[config.mk]
export PLATFORM = sky130hd
export DESIGN_NAME = stk_pipe_adm_flat
export DESIGN_NICKNAME = d
export VERILOG_FILES = /design/src/rtl/stk_pipe_adm.sv /design/src/rtl/stk_pipe_adm_if.sv /design/src/flat_wrapper.sv
export SDC_FILE = /design/constraint.sdc
export NUM_CORES = 1
export LEC_CHECK = 0
export ABC_AREA = 0
export CAP_MARGIN = 5
export CORE_AREA = 2 2 295 297
export DETAILED_ROUTE_END_ITERATION = 6
export DIE_AREA = 0 0 297 299
export PLACE_DENSITY_LB_ADDON = 0.3
export SLEW_MARGIN = 20
export SYNTH_ARGS = -nofsm -noshare
export SYNTH_HDL_FRONTEND = slang
export SYNTH_SLANG_ARGS = --single-unit
[constraint.sdc]
create_clock -name clk -period 10.05 [get_ports clk]
set_input_delay 1.5075 -clock clk [delete_from_list [all_inputs] [get_ports clk]]
set_output_delay 1.5075 -clock clk [all_outputs]
set_load 0.02 [all_outputs]
[src/rtl/stk_pipe_adm.sv]
// stk_pipe_adm: admits engine commands into PUSH/POP/INV FIFOs, dispatches to LK.
// Optional dispatch counters are built when STK_PIPE_ADM_PERF_EN is defined.
package stk_pkg;
    localparam int OPCODE_W = 2;
    typedef enum logic [OPCODE_W-1:0] {
        OP_NOP  = 2'd0,
        OP_PUSH = 2'd1,
        OP_POP  = 2'd2,
        OP_INV  = 2'd3
    } opcode_t;
endpackage

module stk_pipe_adm
    import stk_pkg::*;
#(
    parameter  int ENGS_N  = 4,
    parameter  int DAT_W   = 128,
    parameter  int Q_N     = 2,
    localparam int ENGID_W = $clog2(ENGS_N)
) (
    input  logic                clk,
    input  logic                rst,
    stk_pipe_adm_if.slave       cmd_if,
    output logic                o_lk_vld_r,
    output logic [ENGID_W-1:0]  o_lk_engid_r,
    output logic [OPCODE_W-1:0] o_lk_opcode_r,
    output logic                o_lk_dat_vld_r,
    output logic [DAT_W-1:0]    o_lk_dat_r,
    input  logic                i_al_empty_r,
    input  logic                i_al_busy_r,
    output logic                o_al_alloc_r,
    input  logic                i_wrbk_vld_r,
    input  logic [ENGID_W-1:0]  i_wrbk_engid_r,
    output logic [2:0][31:0]    o_perf_cnt
);
    localparam int PTR_W = (Q_N > 1) ? $clog2(Q_N) : 1;
    localparam int CNT_W = $clog2(Q_N + 1);
    localparam logic [PTR_W-1:0] PTR_LAST = PTR_W'(Q_N - 1);
    localparam logic [CNT_W-1:0] CNT_FULL = CNT_W'(Q_N);

    // Class index: PUSH=0, POP=1, INV=2.
    function automatic logic [1:0] cls_of(input logic [OPCODE_W-1:0] op);
        return op - 2'd1;
    endfunction

    function automatic logic [PTR_W-1:0] ptr_inc(input logic [PTR_W-1:0] p);
        return (p == PTR_LAST) ? '0 : p + PTR_W'(1);
    endfunction

    logic [ENGS_N-1:0]  busy_q, busy_d;
    logic [ENGID_W-1:0] enq_rr_q, enq_rr_d;
    logic [1:0]         deq_rr_q, deq_rr_d;
    logic [PTR_W-1:0]   wr_ptr_q [3];
    logic [PTR_W-1:0]   wr_ptr_d [3];
    logic [PTR_W-1:0]   rd_ptr_q [3];
    logic [PTR_W-1:0]   rd_ptr_d [3];
    logic [CNT_W-1:0]   cnt_q [3];
    logic [CNT_W-1:0]   cnt_d [3];
    logic [ENGID_W-1:0] eng_mem_q [3][Q_N];
    logic [ENGID_W-1:0] eng_mem_d [3][Q_N];
    logic [DAT_W-1:0]   dat_mem_q [Q_N];
    logic [DAT_W-1:0]   dat_mem_d [Q_N];

    logic                lk_vld_q, lk_vld_d;
    logic [ENGID_W-1:0]  lk_engid_q, lk_engid_d;
    logic [OPCODE_W-1:0] lk_opcode_q, lk_opcode_d;
    logic                lk_dat_vld_q, lk_dat_vld_d;
    logic [DAT_W-1:0]    lk_dat_q, lk_dat_d;

    logic [ENGS_N-1:0]  req;
    logic [3:0]         full;
    logic [ENGID_W-1:0] idx;
    logic               acc;
    logic [ENGID_W-1:0] gnt;
    logic [1:0]         acc_cls;
    logic [2:0]         cand;
    logic [1:0]         cidx;
    logic               hit;
    logic               dsp;
    logic [1:0]         sel;
    logic [2:0]         push;
    logic [2:0]         pop;

    // Admission: round-robin among idle engines whose class FIFO has room.
    always_comb begin
        full = '0;
        for (int c = 0; c < 3; c++) begin
            full[c] = (cnt_q[c] == CNT_FULL);
        end
        req = '0;
        for (int ch = 0; ch < ENGS_N; ch++) begin
            req[ch] = (cmd_if.i_cmd_opcode[ch] != OP_NOP) && !busy_q[ch]
                    && !full[cls_of(cmd_if.i_cmd_opcode[ch])];
        end
        acc = 1'b0;
        gnt = '0;
        idx = '0;
        for (int k = 0; k < ENGS_N; k++) begin
            idx = ENGID_W'((int'(enq_rr_q) + k) % ENGS_N);
            if (!acc && req[idx]) begin
                acc = 1'b1;
                gnt = idx;
            end
        end
        acc_cls = cls_of(cmd_if.i_cmd_opcode[gnt]);
        cmd_if.o_cmd_ack = acc ? (ENGS_N'(1) << gnt) : '0;
        enq_rr_d = enq_rr_q;
        if (acc) begin
            enq_rr_d = (int'(gnt) == ENGS_N - 1) ? '0 : gnt + ENGID_W'(1);
        end
    end

    // Dispatch: round-robin among class heads that can go this cycle.
    always_comb begin
        cand[0] = (cnt_q[0] != '0) && !i_al_empty_r;
        cand[1] = (cnt_q[1] != '0);
        cand[2] = (cnt_q[2] != '0);
        dsp = !i_al_busy_r && (cand != '0);
        hit = 1'b0;
        sel = '0;
        cidx = '0;
        for (int k = 0; k < 3; k++) begin
            cidx = 2'((int'(deq_rr_q) + k) % 3);
            if (!hit && cand[cidx]) begin
                hit = 1'b1;
                sel = cidx;
            end
        end
        deq_rr_d = deq_rr_q;
        if (dsp) begin
            deq_rr_d = (sel == 2'd2) ? 2'd0 : sel + 2'd1;
        end
    end

    always_comb begin
        for (int c = 0; c < 3; c++) begin
            push[c] = acc && (acc_cls == 2'(c));
            pop[c]  = dsp && (sel == 2'(c));
        end
    end

    always_comb begin
        busy_d    = busy_q;
        eng_mem_d = eng_mem_q;
        dat_mem_d = dat_mem_q;
        for (int c = 0; c < 3; c++) begin
            wr_ptr_d[c] = push[c] ? ptr_inc(wr_ptr_q[c]) : wr_ptr_q[c];
            rd_ptr_d[c] = pop[c] ? ptr_inc(rd_ptr_q[c]) : rd_ptr_q[c];
            cnt_d[c]    = cnt_q[c] + CNT_W'(push[c]) - CNT_W'(pop[c]);
            if (push[c]) begin
                eng_mem_d[c][wr_ptr_q[c]] = gnt;
            end
        end
        if (push[0]) begin
            dat_mem_d[wr_ptr_q[0]] = cmd_if.i_cmd_dat[gnt];
        end
        if (acc) begin
            busy_d[gnt] = 1'b1;
        end
        // Writeback clear wins over a same-cycle set.
        if (i_wrbk_vld_r) begin
            busy_d[i_wrbk_engid_r] = 1'b0;
        end
    end

    always_comb begin
        lk_vld_d     = dsp;
        lk_engid_d   = dsp ? eng_mem_q[sel][rd_ptr_q[sel]] : '0;
        lk_opcode_d  = dsp ? OPCODE_W'(sel + 2'd1) : OP_NOP;
        lk_dat_vld_d = dsp && (sel == 2'd0);
        lk_dat_d     = lk_dat_vld_d ? dat_mem_q[rd_ptr_q[0]] : '0;
    end

    always_ff @(posedge clk) begin
        if (rst) begin
            busy_q       <= '0;
            enq_rr_q     <= '0;
            deq_rr_q     <= '0;
            for (int c = 0; c < 3; c++) begin
                wr_ptr_q[c] <= '0;
                rd_ptr_q[c] <= '0;
                cnt_q[c]    <= '0;
            end
            lk_vld_q     <= 1'b0;
            lk_engid_q   <= '0;
            lk_opcode_q  <= '0;
            lk_dat_vld_q <= 1'b0;
            lk_dat_q     <= '0;
        end else begin
            busy_q       <= busy_d;
            enq_rr_q     <= enq_rr_d;
            deq_rr_q     <= deq_rr_d;
            wr_ptr_q     <= wr_ptr_d;
            rd_ptr_q     <= rd_ptr_d;
            cnt_q        <= cnt_d;
            lk_vld_q     <= lk_vld_d;
            lk_engid_q   <= lk_engid_d;
            lk_opcode_q  <= lk_opcode_d;
            lk_dat_vld_q <= lk_dat_vld_d;
            lk_dat_q     <= lk_dat_d;
        end
    end

    always_ff @(posedge clk) begin
        eng_mem_q <= eng_mem_d;
        dat_mem_q <= dat_mem_d;
    end

`ifdef STK_PIPE_ADM_PERF_EN
    logic [2:0][31:0] perf_q, perf_d;

    always_comb begin
        perf_d = perf_q;
        if (dsp) begin
            perf_d[sel] = perf_q[sel] + 32'd1;
        end
    end

    always_ff @(posedge clk) begin
        if (rst) begin
            perf_q <= '0;
        end else begin
            perf_q <= perf_d;
        end
    end

    assign o_perf_cnt = perf_q;
`else
    assign o_perf_cnt = '0;
`endif

    always_ff @(posedge clk) begin
        if (!rst && i_wrbk_vld_r) begin
            assert (busy_q[i_wrbk_engid_r])
            else $error("writeback for idle engine %0d", i_wrbk_engid_r);
            assert (!(acc && gnt == i_wrbk_engid_r))
            else $error("writeback collides with accept on engine %0d", gnt);
        end
    end

    assign o_lk_vld_r     = lk_vld_q;
    assign o_lk_engid_r   = lk_engid_q;
    assign o_lk_opcode_r  = lk_opcode_q;
    assign o_lk_dat_vld_r = lk_dat_vld_q;
    assign o_lk_dat_r     = lk_dat_q;
    assign o_al_alloc_r   = lk_dat_vld_q;
endmodule
[src/rtl/stk_pipe_adm_if.sv]
// Command admission bundle: per-engine opcode/payload in, one-hot ack out.
// The engine side is the master, the admission stage the slave.
interface stk_pipe_adm_if #(
    parameter int ENGS_N = 4,
    parameter int DAT_W  = 128,
    parameter int OPC_W  = 2
);
    logic [ENGS_N-1:0][OPC_W-1:0] i_cmd_opcode;
    logic [ENGS_N-1:0][DAT_W-1:0] i_cmd_dat;
    logic [ENGS_N-1:0]            o_cmd_ack;

    modport master (
        output i_cmd_opcode,
        output i_cmd_dat,
        input  o_cmd_ack
    );

    modport slave (
        input  i_cmd_opcode,
        input  i_cmd_dat,
        output o_cmd_ack
    );
endinterface

[src/flat_wrapper.sv]
// flat-port wrapper written by rule: the top's interface ports become plain ports
module stk_pipe_adm_flat import stk_pkg::*;
#(
    parameter  int ENGS_N  = 4,
    parameter  int DAT_W   = 128,
    parameter  int Q_N     = 2,
    localparam int ENGID_W = $clog2(ENGS_N)
)
  (clk, rst, o_lk_vld_r, o_lk_engid_r, o_lk_opcode_r, o_lk_dat_vld_r, o_lk_dat_r, i_al_empty_r, i_al_busy_r, o_al_alloc_r, i_wrbk_vld_r, i_wrbk_engid_r, o_perf_cnt, cmd_if_i_cmd_opcode, cmd_if_i_cmd_dat, cmd_if_o_cmd_ack);
  stk_pipe_adm_if #(.ENGS_N(ENGS_N), .DAT_W(DAT_W)) cmd_if_i ();
  input  logic clk;
  input  logic rst;
  output logic o_lk_vld_r;
  output logic [ENGID_W-1:0] o_lk_engid_r;
  output logic [OPCODE_W-1:0] o_lk_opcode_r;
  output logic o_lk_dat_vld_r;
  output logic [DAT_W-1:0] o_lk_dat_r;
  input  logic i_al_empty_r;
  input  logic i_al_busy_r;
  output logic o_al_alloc_r;
  input  logic i_wrbk_vld_r;
  input  logic [ENGID_W-1:0] i_wrbk_engid_r;
  output logic [2:0][31:0] o_perf_cnt;
  input wire logic [$bits(cmd_if_i.i_cmd_opcode)-1:0] cmd_if_i_cmd_opcode;
  input wire logic [$bits(cmd_if_i.i_cmd_dat)-1:0] cmd_if_i_cmd_dat;
  output wire logic [$bits(cmd_if_i.o_cmd_ack)-1:0] cmd_if_o_cmd_ack;
  assign cmd_if_i.i_cmd_opcode = cmd_if_i_cmd_opcode;
  assign cmd_if_i.i_cmd_dat = cmd_if_i_cmd_dat;
  assign cmd_if_o_cmd_ack = cmd_if_i.o_cmd_ack;
  stk_pipe_adm #(.ENGS_N(ENGS_N), .DAT_W(DAT_W), .Q_N(Q_N)) u_core (.clk(clk), .rst(rst), .cmd_if(cmd_if_i), .o_lk_vld_r(o_lk_vld_r), .o_lk_engid_r(o_lk_engid_r), .o_lk_opcode_r(o_lk_opcode_r), .o_lk_dat_vld_r(o_lk_dat_vld_r), .o_lk_dat_r(o_lk_dat_r), .i_al_empty_r(i_al_empty_r), .i_al_busy_r(i_al_busy_r), .o_al_alloc_r(o_al_alloc_r), .i_wrbk_vld_r(i_wrbk_vld_r), .i_wrbk_engid_r(i_wrbk_engid_r), .o_perf_cnt(o_perf_cnt));
endmodule
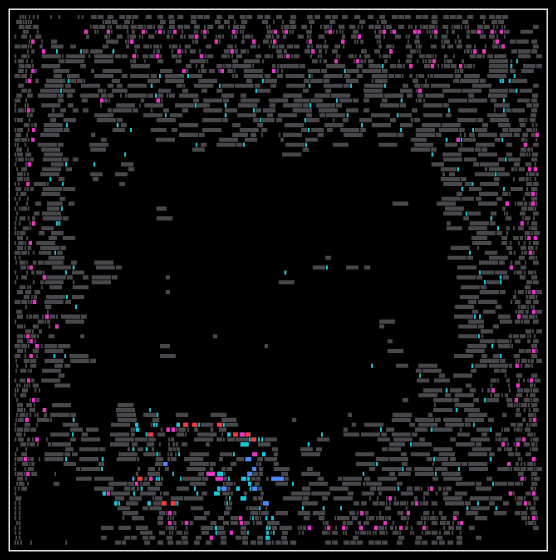
**Above:** logic cells by family.
family	color	cells
NOR gates	cyan	183
AND and OR gates	magenta	141
AND-OR and OR-AND gates	blue	8
XOR/XNOR gates	red	10

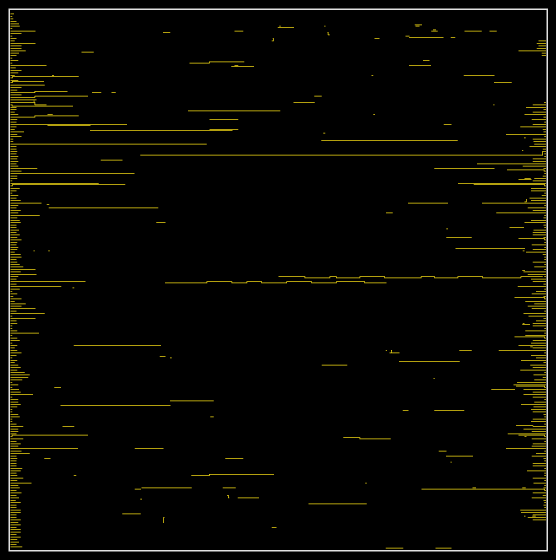
**Above:** metal 3.
nets with wire on the layer	443
main direction	horizontal
wire length on this layer	4720 um
share of all routed wire	7.6%

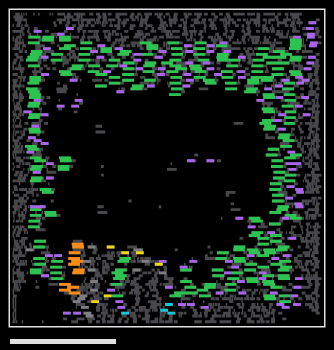
**Above:** register map, names as in the netlist.
Bar = 100 um. Other sequential cells in the stronger gray, the rest of the logic in the fainter gray.
netlist name	color	placed flops
u_core.busy_q	cyan	4
u_core.dat_mem_q	green	256
u_core.eng_mem_q	orange	12
u_core.o_lk_dat_r	purple	128
u_core.cnt_q	yellow	6

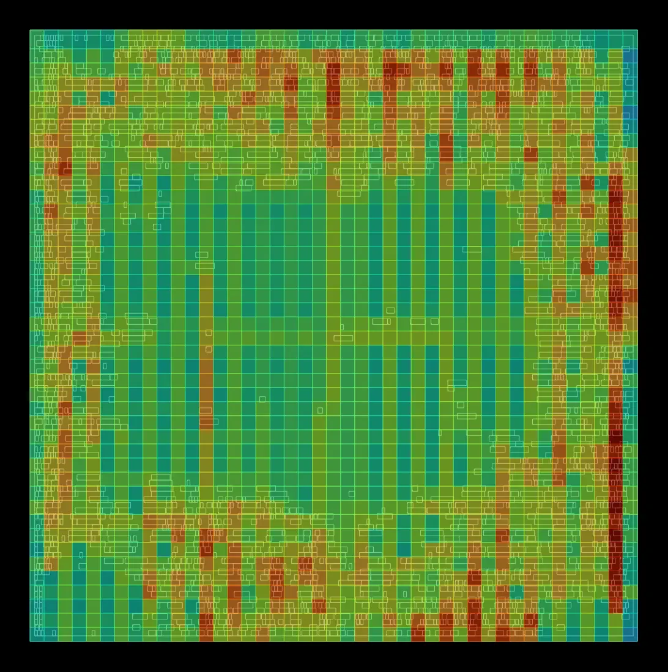
**Above:** congestion heat map.
busiest layer in global routing: met2
global-route usage over all layers: 13.34%

## final cells by class
class	count	area (sq um)	share of cell area (%)
flip-flops and latches	422	11130	39.79
multi-input cells	1287	6897	24.64
repair buffers	685	6807	24.32
well taps	1155	1445	5.164
clock buffers	70	1395	4.985
clock inverters	22	196.4	0.7019
inverters	27	111.4	0.3979
## power by group
part / total (mW) / internal (mW) / leakage (nW) / switching, mW
clock network: 1.73 / 1.02 / 0.776 / 0.707
logic: 4.43 / 1.54 / 6.13 / 2.89
registers: 3.14 / 2.95 / 3.71 / 0.191
total: 9.30 / 5.51 / 10.6 / 3.79
## cell usage after synthesis, types with 2 or more instances
cell	number
a22oi_1	2
inv_1	26
a21oi_1	7
a31oi_1	131
o211ai_1	3
buf_1	11
nor2b_1	11
nor2_1	162
o21ai_0	6
nand2b_1	3
buf_6	2
clkbuf_1	86
mux2i_1	138
xnor2_1	7
edfxtp_1	268
nand2_1	519
o2bb2ai_1	2
xor2_1	3
buf_2	19
and2_1	11
buf_4	97
a211oi_1	4
nor3_1	4
and3_1	128
dfxtp_1	154
nor4bb_1	3
ha_1	21
## per-stage QoR
step                      instances  cell area, sq um  worst slack [ns]  hold WS, ns  total power, mW
after floorplan                1951             19310            0.4584       0.4525            6.090
after global placement         3576             26390             2.908       0.4592            7.687
after detailed placement       3576             26390             2.882       0.4644            7.717
after CTS                      3668             27990             2.993       0.4672            9.505
after global routing           3668             27990             2.742       0.4929            9.998
final                          3668             27990             3.122       0.4713            9.299
## kinds of logic after synthesis
kind of cell | after synthesis
xor+xnor | 10
compound gates | 170
buf+inv | 242
fa+ha+maj | 22
mux | 140
other cells | 1
flops | 422
simple gates | 849
## tightest hold or removal path, stage by stage, from the launching register on
cell and delay [ns]:
edfxtp_1 0.31, mux2i_1 0.06, nor2_1 0.07
==> results.txt <==
Results of the run.

In the final routing, the length of wire on met1 measures around 25000 um. Endpoints with negative setup slack in the final report add up to 0. The static power due to leakage is 10.61 nW.

Subtracting the final worst setup slack from the clock period gives 6.928 ns. Per the cell usage report, the commonest logic cell in the layout is clkdlybuf4s50_1. For reference, full adder, half adder and majority cells occupy 1.439% of the area reported after synthesis.

STA lists the endpoint of the worst register-to-register path as u_core.dat_mem_q[208]. The final tally of max-slew violations is 0. Setup repair after global routing left no endpoint under its margin. The width of the chip is 297 um. The routed length on met3 is 4716 um. The final routed DRC violation total is 0. The share of synthesized area spent on multiplexers is 7.427%. The TritonCTS clock tree is yes. The clock passes through at most 3 buffers.

During I/O placement, the number of pins put on the boundary was 762. Buffers placed on the I/O ports in this run total ~670. The maximum number of pins on one net before global-route repair is about 79. The worst hold path endpoint is u_core.o_lk_dat_r[56].

The flow ran to the end, and the final reports show no timing, DRC or antenna violations. The vertical extent of the die is 299 um. STA classifies the critical path startpoint as a primary input. The class of the tightest hold or removal check is reg -> reg. STA classifies the critical path endpoint as an output pin. Counting cells, the worst reg-to-reg path comes to 11.

The number of flip-flops under the largest register name is 256. The met2 track demand over resource in global routing is 23.14%. For the worst reg-to-reg path, the startpoint reported by OpenROAD is u_core.cnt_q[0]. The number of DRC markers after the initial detailed-route iteration is 787.

The setup skew after layout is 0.01406 ns. The register with the most flip-flops in the final layout is u_core.dat_mem_q.
No activity file was given, so power comes from the tool's default toggle rates.
